$ cat src/rtl/noise_pkg.sv
// Shared sample width, lane type and saturation bounds for the noise scaler.
package noise_pkg;

  localparam int SAMPLE_W = 16;

  typedef logic signed [SAMPLE_W-1:0] sample_t;

  localparam logic signed [SAMPLE_W:0] SAT_MAX = 17'sd32767;
  localparam logic signed [SAMPLE_W:0] SAT_MIN = -17'sd32768;

  // Clamp a one-bit-wider signed value into the 16-bit sample range.
  function automatic sample_t sat_sample(input logic signed [SAMPLE_W:0] v);
    sample_t r;
    if (v > SAT_MAX) begin
      r = SAT_MAX[SAMPLE_W-1:0];
    end else if (v < SAT_MIN) begin
      r = SAT_MIN[SAMPLE_W-1:0];
    end else begin
      r = v[SAMPLE_W-1:0];
    end
    return r;
  endfunction

endpackage

$ cat src/rtl/noise_scale_lane.sv
// One lane: signed sample times unsigned Q0.SCALE_WIDTH amplitude, floor-shifted.
// With NOISE_SCALER_OFFSET_EN defined, adds a signed offset and saturates.
module noise_scale_lane
  import noise_pkg::*;
#(
  parameter int SCALE_WIDTH = 16
) (
  input  logic signed [SAMPLE_W-1:0]    sample_i,
  input  logic        [SCALE_WIDTH-1:0] scale_i,
`ifdef NOISE_SCALER_OFFSET_EN
  input  logic signed [SAMPLE_W-1:0]    offset_i,
`endif
  output logic        [SAMPLE_W-1:0]    result_o
);

  localparam int PROD_W = SAMPLE_W + SCALE_WIDTH + 1;

  logic signed [PROD_W-1:0] product_s;
  logic signed [SAMPLE_W:0] scaled_s;
  logic                     unused_bits_s;

  // Taking the upper product bits is the arithmetic (floor) shift by SCALE_WIDTH.
  always_comb begin
    product_s = PROD_W'(sample_i) * PROD_W'($signed({1'b0, scale_i}));
    scaled_s  = product_s[SCALE_WIDTH +: (SAMPLE_W + 1)];
  end

  assign unused_bits_s = ^{product_s[SCALE_WIDTH-1:0], scaled_s[SAMPLE_W]};

`ifdef NOISE_SCALER_OFFSET_EN
  logic signed [SAMPLE_W:0] sum_s;

  // The scaled value always fits 16 bits, so a 17-bit sum cannot overflow.
  always_comb begin
    sum_s    = scaled_s + (SAMPLE_W + 1)'(offset_i);
    result_o = sat_sample(sum_s);
  end
`else
  // Magnitude of the amplitude is below one, so the result never leaves 16 bits.
  always_comb begin
    result_o = scaled_s[SAMPLE_W-1:0];
  end
`endif

endmodule

$ cat src/rtl/noise_scaler.sv
// Two-stage scaler for parallel LFSR noise with a global-stall output handshake.
// Optional NOISE_SCALER_OFFSET_EN adds a latched, saturating per-sample offset.
module noise_scaler
  import noise_pkg::*;
#(
  parameter int PARALLEL_SAMPLES = 4,
  parameter int SCALE_WIDTH      = 16
) (
  input  logic                                     clk,
  input  logic                                     reset_n,
  input  logic                                     run,
  input  logic [PARALLEL_SAMPLES-1:0][SAMPLE_W-1:0] lfsr_data,
  output logic                                     lfsr_enable,
  input  logic [SCALE_WIDTH-1:0]                   scale_data,
  input  logic                                     scale_valid,
  output logic                                     scale_ready,
`ifdef NOISE_SCALER_OFFSET_EN
  input  logic [SAMPLE_W-1:0]                      offset_data,
`endif
  output logic [PARALLEL_SAMPLES-1:0][SAMPLE_W-1:0] m_data,
  output logic                                     m_valid,
  input  logic                                     m_ready
);

  logic [SCALE_WIDTH-1:0] scale_q, scale_d;
  logic [SCALE_WIDTH-1:0] s1_scale_q, s1_scale_d;
  logic                   s1_valid_q, s1_valid_d;
  logic [PARALLEL_SAMPLES-1:0][SAMPLE_W-1:0] s1_data_q, s1_data_d;
  logic                   m_valid_q, m_valid_d;
  logic [PARALLEL_SAMPLES-1:0][SAMPLE_W-1:0] m_data_q, m_data_d;
  logic [PARALLEL_SAMPLES-1:0][SAMPLE_W-1:0] lane_result_s;
  logic                   advance_s;
  logic                   scale_fire_s;

  assign advance_s    = !m_valid_q || m_ready;
  assign lfsr_enable  = run && advance_s && reset_n;
  assign scale_ready  = reset_n;
  assign scale_fire_s = scale_valid && scale_ready;
  assign m_valid      = m_valid_q;
  assign m_data       = m_data_q;

`ifdef NOISE_SCALER_OFFSET_EN
  logic [SAMPLE_W-1:0] offset_q, offset_d;
  logic [SAMPLE_W-1:0] s1_offset_q, s1_offset_d;

  // Offset follows the amplitude handshake and is sampled into S1 alongside it.
  always_comb begin
    offset_d    = offset_q;
    s1_offset_d = s1_offset_q;
    if (scale_fire_s) begin
      offset_d = offset_data;
    end else begin
      offset_d = offset_q;
    end
    if (advance_s && lfsr_enable) begin
      s1_offset_d = offset_q;
    end else begin
      s1_offset_d = s1_offset_q;
    end
  end

  // Offset registers.
  always_ff @(posedge clk or negedge reset_n) begin
    if (!reset_n) begin
      offset_q    <= '0;
      s1_offset_q <= '0;
    end else begin
      offset_q    <= offset_d;
      s1_offset_q <= s1_offset_d;
    end
  end
`endif

  // S1 samples the amplitude register's old value, so a coincident handshake
  // only affects the following capture.
  always_comb begin
    scale_d    = scale_q;
    s1_valid_d = s1_valid_q;
    s1_data_d  = s1_data_q;
    s1_scale_d = s1_scale_q;
    m_valid_d  = m_valid_q;
    m_data_d   = m_data_q;
    if (scale_fire_s) begin
      scale_d = scale_data;
    end else begin
      scale_d = scale_q;
    end
    if (advance_s) begin
      s1_valid_d = lfsr_enable;
      m_valid_d  = s1_valid_q;
      if (lfsr_enable) begin
        s1_data_d  = lfsr_data;
        s1_scale_d = scale_q;
      end else begin
        s1_data_d  = s1_data_q;
        s1_scale_d = s1_scale_q;
      end
      if (s1_valid_q) begin
        m_data_d = lane_result_s;
      end else begin
        m_data_d = m_data_q;
      end
    end else begin
      s1_valid_d = s1_valid_q;
      m_valid_d  = m_valid_q;
    end
  end

  // Pipeline and amplitude registers.
  always_ff @(posedge clk or negedge reset_n) begin
    if (!reset_n) begin
      scale_q    <= '0;
      s1_scale_q <= '0;
      s1_valid_q <= 1'b0;
      s1_data_q  <= '0;
      m_valid_q  <= 1'b0;
      m_data_q   <= '0;
    end else begin
      scale_q    <= scale_d;
      s1_scale_q <= s1_scale_d;
      s1_valid_q <= s1_valid_d;
      s1_data_q  <= s1_data_d;
      m_valid_q  <= m_valid_d;
      m_data_q   <= m_data_d;
    end
  end

  for (genvar i = 0; i < PARALLEL_SAMPLES; i++) begin : g_lane
    noise_scale_lane #(
      .SCALE_WIDTH (SCALE_WIDTH)
    ) u_lane (
      .sample_i (s1_data_q[i]),
      .scale_i  (s1_scale_q),
`ifdef NOISE_SCALER_OFFSET_EN
      .offset_i (s1_offset_q),
`endif
      .result_o (lane_result_s[i])
    );
  end

endmodule

$ cat config.mk
export PLATFORM = sky130hd
export DESIGN_NAME = noise_scaler
export DESIGN_NICKNAME = d
export VERILOG_FILES = /design/src/rtl/noise_pkg.sv /design/src/rtl/noise_scale_lane.sv /design/src/rtl/noise_scaler.sv
export SDC_FILE = /design/constraint.sdc
export NUM_CORES = 2
export LEC_CHECK = 0
export ABC_AREA = 1
export CORE_ASPECT_RATIO = 1.75
export CORE_MARGIN = 3
export CORE_UTILIZATION = 55
export DETAILED_ROUTE_END_ITERATION = 12
export PLACE_DENSITY = 0.85
export SETUP_SLACK_MARGIN = 0.1
export SYNTH_ARGS = -nofsm -noshare
export SYNTH_HDL_FRONTEND = slang
export SYNTH_SLANG_ARGS = --single-unit
export TNS_END_PERCENT = 1
$ cat constraint.sdc
create_clock -name clk -period 10.9 [get_ports clk]
set_input_delay 2.18 -clock clk [delete_from_list [all_inputs] [get_ports clk]]
set_output_delay 2.18 -clock clk [all_outputs]
set_load 0.02 [all_outputs]
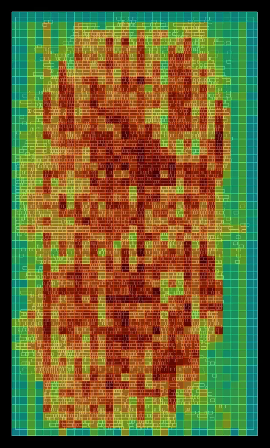
(images/congestion_map.png)
GR peak layer: met2
WL/cell: 17.37 µm

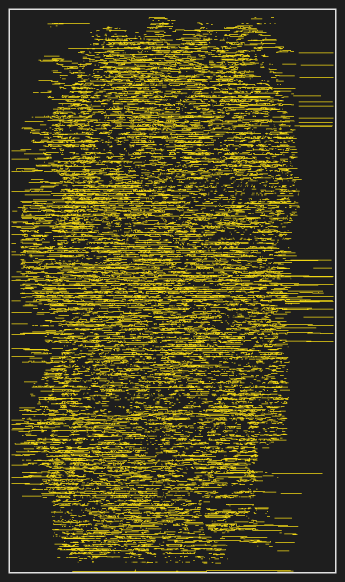
(images/m1.png)
main direction: horizontal
longest straight run: 89.5 µm
nets with wire on the layer: 6584
wire length on this layer: 37.9 mm
share of all routed wire: 32%

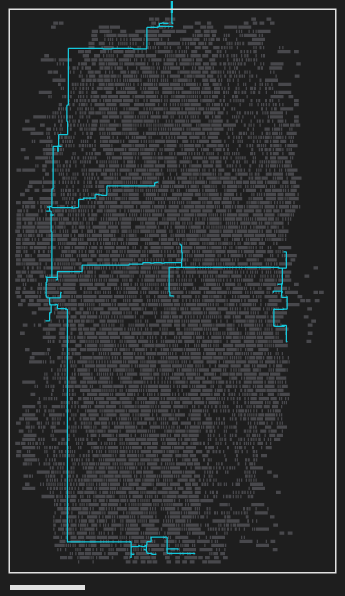
(images/port_trees.png)
Bar = 50 µm.
| port | colour | bits | direction | edge | end cells | buffers | wire |
|---|---|---|---|---|---|---|---|
| lfsr_enable | cyan | 1 | output | top | 1 | 2 | 1060 µm |

==> flow_metrics.py <==
# Auto-generated metrics
metrics = {
    "route": {
        "routed_wl_um": 117000,
        "num_vias": 36400,
        "viasPerCell": 5.401,
        "drt-initial-drc-count": 2539,
    },
    "placement": {
        "place_congestion": 0.9453,
        "dp_cells": 6707,
    },
    "final_timing": {
        "rsz0062_at_grt": "false",
        "hold_slack_ns": 0.4844,
    },
    "floorplan": {
        "std_cell_rows": 134,
        "core_um2": 76620,
    },
    "worst_setup_path": {
        "crit_end": "lfsr_enable",
        "crit_type": "in -> out",
        "max_stage_delay_ns": 0.83,
        "path_buffers": 6,
        "rrSetupSlack_ns": 4.28,
    },
    "grt": {
        "overflow": 0,
        "grt_pass1_wl_um": 193700,
    },
    "cells_and_area": {
        "mi_logic_area_um2": 31520,
        "fin_cells": 6739,
        "nFillCells": 6624,
        "mostFrequentLayoutCell": "nand2_1",
    },
    "clocking": {
        "h-tree-depth": 4,
        "cts_buffers": 17,
        "ctsHoldBuffers": 0,
        "tritoncts": "yes",
        "cts.repair.resized": 0,
    },
    "outcome": {
        "status": "complete, no violations",
    },
    "min_path": {
        "hold_start": "m_data[42]",
        "min_delay_path_depth": 2,
    },
    "synth": {
        "synth_top_area_share": 0.3620,
        "syn_avg_cell_area_um2": 7.382,
        "synthMostInstantiatedCell": "nand2_1",
        "fp_nets": 7097,
    },
}
